==> src/rtl/ofmd_reader.sv <==
// ofmd_reader: walks the output-feature-map RAM after the convolution pass,
// applies ReLU + saturate to each word and streams bytes on valid/ready.
//
// Ports:
//   clk, rst            clock, synchronous active-high reset
//   ofmd_rd_en          controller read-phase enable (level)
//   is_5x5              kernel size select, latched at frame start
//   ram_rd_en/addr      ofmd RAM read strobe and address
//   ram_rd_data         RAM word, valid one cycle after ram_rd_en
//   dout/dout_valid     output byte and its valid flag
//   dout_ready          downstream accepts dout this cycle
//   ofmd_rd_done        one-cycle pulse after the last byte is accepted
//   busy                high while reading or draining
//   clip_cnt            bytes clamped to 255 in the current/last frame
module ofmd_reader #(
    parameter int IMG_DIM = 16,
    parameter int DATA_W  = 20,
    parameter int ADDR_W  = 8
) (
    input  logic              clk,
    input  logic              rst,
    input  logic              ofmd_rd_en,
    input  logic              is_5x5,
    output logic              ram_rd_en,
    output logic [ADDR_W-1:0] ram_rd_addr,
    input  logic [DATA_W-1:0] ram_rd_data,
    output logic [7:0]        dout,
    output logic              dout_valid,
    input  logic              dout_ready,
    output logic              ofmd_rd_done,
    output logic              busy,
    output logic [15:0]       clip_cnt
);

    localparam logic [ADDR_W-1:0] LAST_3X3 =
        ADDR_W'((IMG_DIM - 2) * (IMG_DIM - 2) - 1);
    localparam logic [ADDR_W-1:0] LAST_5X5 =
        ADDR_W'((IMG_DIM - 4) * (IMG_DIM - 4) - 1);

    typedef enum logic [1:0] {
        S_IDLE,
        S_READ,
        S_DRAIN,
        S_DONE
    } state_t;

    state_t            state_q;
    state_t            state_d;
    logic [ADDR_W-1:0] addr_q;
    logic [ADDR_W-1:0] last_q;
    logic              inflight_q;
    logic [1:0]        cnt_q;
    logic [7:0]        b0_q;
    logic [7:0]        b1_q;
    logic [15:0]       clip_q;
    logic              done_q;

    logic              start;
    logic              issue;
    logic              done_set;
    logic              push;
    logic              pop;
    logic [2:0]        level;
    logic [7:0]        cap_byte;
    logic              cap_clip;

    // A read returning this cycle is captured at the end of it, so the
    // in-flight flag doubles as the push strobe.
    assign push  = inflight_q;
    assign pop   = (cnt_q != 2'd0) && dout_ready;
    // Entries that will be held once this cycle's push/pop settle; a new
    // read may only be issued if its data is guaranteed a slot.
    assign level = 3'(cnt_q) + 3'(inflight_q) - 3'(pop);

    assign ram_rd_en    = issue;
    assign ram_rd_addr  = addr_q;
    assign dout         = b0_q;
    assign dout_valid   = (cnt_q != 2'd0);
    assign ofmd_rd_done = done_q;
    assign busy         = (state_q == S_READ) || (state_q == S_DRAIN);
    assign clip_cnt     = clip_q;

    // ReLU + saturate on the incoming word.
    always_comb begin
        cap_byte = ram_rd_data[7:0];
        cap_clip = 1'b0;
        if (ram_rd_data[DATA_W-1]) begin
            cap_byte = 8'h00;
        end else if (|ram_rd_data[DATA_W-2:8]) begin
            cap_byte = 8'hFF;
            cap_clip = 1'b1;
        end
    end

    always_comb begin
        state_d  = state_q;
        start    = 1'b0;
        issue    = 1'b0;
        done_set = 1'b0;
        unique case (state_q)
            S_IDLE: begin
                if (ofmd_rd_en) begin
                    state_d = S_READ;
                    start   = 1'b1;
                end
            end
            S_READ: begin
                if (level < 3'd2) begin
                    issue = 1'b1;
                    if (addr_q == last_q) begin
                        state_d = S_DRAIN;
                    end
                end
            end
            S_DRAIN: begin
                if (pop && (cnt_q == 2'd1) && !inflight_q) begin
                    state_d  = S_DONE;
                    done_set = 1'b1;
                end
            end
            S_DONE: begin
                if (!ofmd_rd_en) begin
                    state_d = S_IDLE;
                end
            end
        endcase
    end

    always_ff @(posedge clk) begin
        if (rst) begin
            state_q    <= S_IDLE;
            addr_q     <= '0;
            last_q     <= '0;
            inflight_q <= 1'b0;
            cnt_q      <= 2'd0;
            b0_q       <= 8'h00;
            b1_q       <= 8'h00;
            clip_q     <= 16'h0000;
            done_q     <= 1'b0;
        end else begin
            state_q    <= state_d;
            done_q     <= done_set;
            inflight_q <= issue;

            if (start) begin
                addr_q <= '0;
                last_q <= is_5x5 ? LAST_5X5 : LAST_3X3;
            end else if (issue) begin
                addr_q <= addr_q + 1'b1;
            end

            if (start) begin
                clip_q <= 16'h0000;
            end else if (push && cap_clip && (clip_q != 16'hFFFF)) begin
                clip_q <= clip_q + 16'd1;
            end

            if (push && !pop) begin
                if (cnt_q == 2'd0) begin
                    b0_q <= cap_byte;
                end else begin
                    b1_q <= cap_byte;
                end
                cnt_q <= cnt_q + 2'd1;
            end else if (pop && !push) begin
                b0_q  <= b1_q;
                cnt_q <= cnt_q - 2'd1;
            end else if (push && pop) begin
                if (cnt_q == 2'd2) begin
                    b0_q <= b1_q;
                    b1_q <= cap_byte;
                end else begin
                    b0_q <= cap_byte;
                end
            end
        end
    end

endmodule
==> config.mk <==
export PLATFORM = sky130hd
export DESIGN_NAME = ofmd_reader
export DESIGN_NICKNAME = d
export VERILOG_FILES = /design/src/rtl/ofmd_reader.sv
export SDC_FILE = /design/constraint.sdc
export NUM_CORES = 1
export LEC_CHECK = 0
export CAP_MARGIN = 20
export CORE_ASPECT_RATIO = 1.5
export CORE_MARGIN = 3
export CORE_UTILIZATION = 54
export DETAILED_ROUTE_END_ITERATION = 16
export HOLD_SLACK_MARGIN = 0.15
export PLACE_DENSITY = 0.85
export SLEW_MARGIN = 20
export SYNTH_ARGS = -nofsm -noshare
export SYNTH_HDL_FRONTEND = slang
export SYNTH_SLANG_ARGS = --single-unit
==> constraint.sdc <==
create_clock -name clk -period 5.15 [get_ports clk]
set_input_delay 1.2875 -clock clk [delete_from_list [all_inputs] [get_ports clk]]
set_output_delay 1.2875 -clock clk [all_outputs]
set_load 0.02 [all_outputs]
Fig. 1: the metal 1 layer
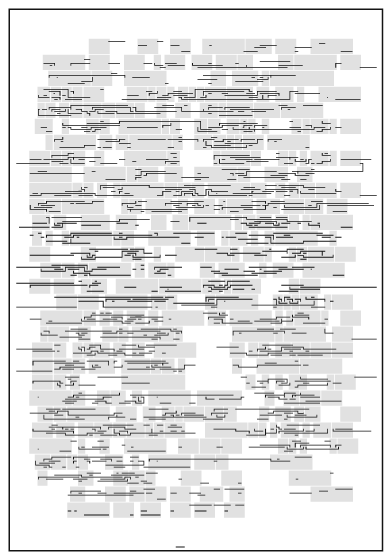
main direction: horizontal
share of all routed wire: 40%
longest straight run: 20.7 µm
nets with wire on the layer: 370
wire length on this layer: 2570 µm

Fig. 2: metal 2
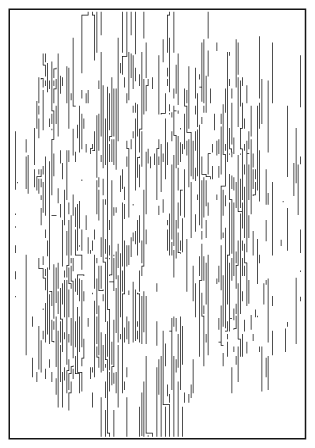
longest straight run: 47.7 µm
share of all routed wire: 55%
wire length on this layer: 3500 µm
nets with wire on the layer: 341
main direction: vertical
final wirelength: 6.41 mm
GRT met2 Usage: 44.1%
routed vias: 2555

==> results.toml <==
# generated from flow reports
[floorplanning]
ioPinCount = 61
die_h_um = 91.9

[yosys]
ys_async_sr_fraction_pct = 0
synthDistinctLibCells = 52
syn_inst = 315
fp_nets = 351

[finish]
antennaDiodeCount = 0
fillers = 378
final_cell_mix = "59 x clkdlybuf4s50_1, 49 x dfxtp_1, 29 x nand2_1, 27 x a21oi_1, 24 x nor2_1"
mostFrequentLayoutCell = "clkdlybuf4s50_1"

[sta]
grt_setup_unrepaired = "false"
fin_worst_skew_ns = 0.00425
drv_slew = 0
fin_crit_ns = 4.91
fin_setup_tns_ns = 0
finalClockPeriodUsage_pct = 95.3

[worst_setup_path]
crit_chain = "clkdlybuf4s50_1 > nor2b_1 > xnor2_1 > and2_1 > inv_1 > fa_1 > xnor2_1 > nand3_1 > inv_1 > dlygate4sd2_1"
cp.arrival_ns = 3.62
crit_path_end_kind = "output pin"
cp_max_fo = 4

[clock_network]
htree_levels = 2
cts_num_sinks = 49
clockBufferDepth = 2
clkLatencyLatePin_ns = 0.30

[drt]
first_pass_iters = 4

[place]
gp_congestion = 0.850

[global_route]
grt_start_max_net_pins = 34
grt_pass1_vias = 2497
grt_pass1_wl_mm = 11.0

[power_and_ir_drop]
ir_worst_vdd_uv = 271

[run_status]
status = "complete, no violations"

[worst_hold_path]
hp-class = "flip-flop to flip-flop"
Fig. 3: cell area per tile
The bar under the picture is 20 µm long. The die is cut into 6 by 9 equal tiles; dark blue is low, red is high, 0 to 100% covered.
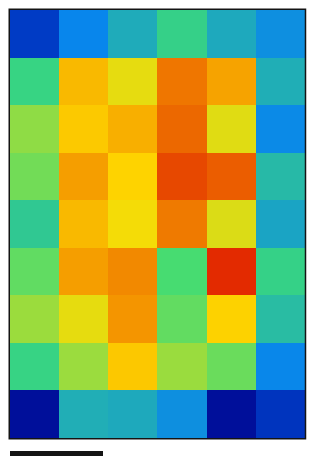
mean over tiles: 57%
densest ninth of the die: centre
tiles over 75% full: 33%

Fig. 4: routing congestion
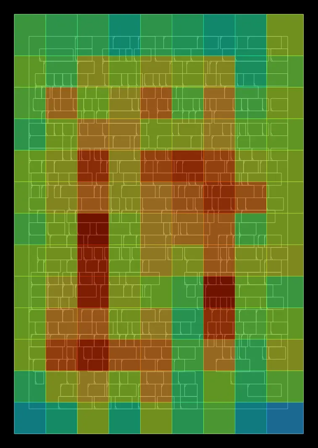
Global Route Usage Sum: 23.0%
M3 GR Usage: 4.04%
met1 GRT Util: 24.8%
drt wl/cell: 14.7 µm
final core utilization: 73.9%

## worst paths after layout
check	startpoint	end	slack, ns	cells after the start
worst max-delay path	dout_ready	ram_rd_en	0.24	10
worst min-delay path	b1_q[7]	b1_q[7]	0.46	2
worst max register to register	cnt_q[1]	ram_rd_addr[7]	2.02	12
worst min register to register	b1_q[7]	b1_q[7]	0.46	2
## cells in the mapped netlist, drive strengths merged, types with 9 or more instances
cell    count  share of area [%]
nand4      13                3.1
nand3      11                2.1
or4        10                3.0
o21ai      19                3.6
a21oi      27                5.1
a311oi      9                3.0
nand2      29                4.1
inv        12                1.7
clkbuf     10                1.4
dfxtp      49                 37
or3        10                2.4
o211ai      9                2.9
nor2       24                3.4
ha         10                4.7
## metal layers
metal  wire length (µm)  track usage (%)
met1               2570             24.8
met2               3500             44.1
met3                266             4.04
met4                 76             7.75
met5                  0                0
## state kept, by name, indices dropped and copies added (netlist names)
register      flops
last_q            3
state_q           2
clip_cnt         16
inflight_q        1
b1_q              8
cnt_q             2
ram_rd_addr       8
ofmd_rd_done      1
dout              8
## worst max-delay path: cells and delay by family
family	cells	cell delay, ns
xor gates and xnor gates	2	0.38
adders and majority gates	1	0.38
buffers and inverters	4	0.99
and+or+nand+nor	3	0.58
## cell type report
| type | instances | area [µm²] | share of cell area (%) |
|---|---|---|---|
| multi-input cells | 238 | 1540 | 45.2 |
| flip-flops and latches | 49 | 981 | 28.7 |
| repair buffers | 64 | 629 | 18.4 |
| well taps | 64 | 80.1 | 2.35 |
| clock buffers | 5 | 68.8 | 2.02 |
| clock inverters | 3 | 65.1 | 1.91 |
| inverters | 12 | 45.0 | 1.32 |
## power breakdown
part	switching, mW	leakage, nW	internal (mW)
logic	0.312	0.688	0.251
registers	0.0483	0.398	0.433
clock network	0.131	0.0681	0.193
## logic make-up after synthesis
family | share of synthesized area, %
flip-flops | 36.9
buffers and inverters | 5.18
AND/OR/NAND/NOR | 25.9
XOR/XNOR | 1.65
adder cells (fa/ha/maj) | 6.22
AND-OR/OR-AND | 22.2
multiplexers | 1.89
## metrics by stage
stage	instances	setup WS (ns)	util (%)	hold WS (ns)	instance area, µm²
after floorplan	315	1.06	-	0.432	2660
after global placement	427	0.102	71.0	0.439	3280
after detailed placement	427	0.0318	71.0	0.446	3280
after CTS	435	0.243	73.9	0.458	3410
after global routing	435	0.0700	73.9	0.472	3410
final	435	0.244	73.9	0.455	3410
## repair_timing
action,4_1_cts,5_1_grt
setup buffers,0,0
resized,1,0
endpoints found under the setup margin,1,0
Power is estimated from default activity; no workload was simulated.
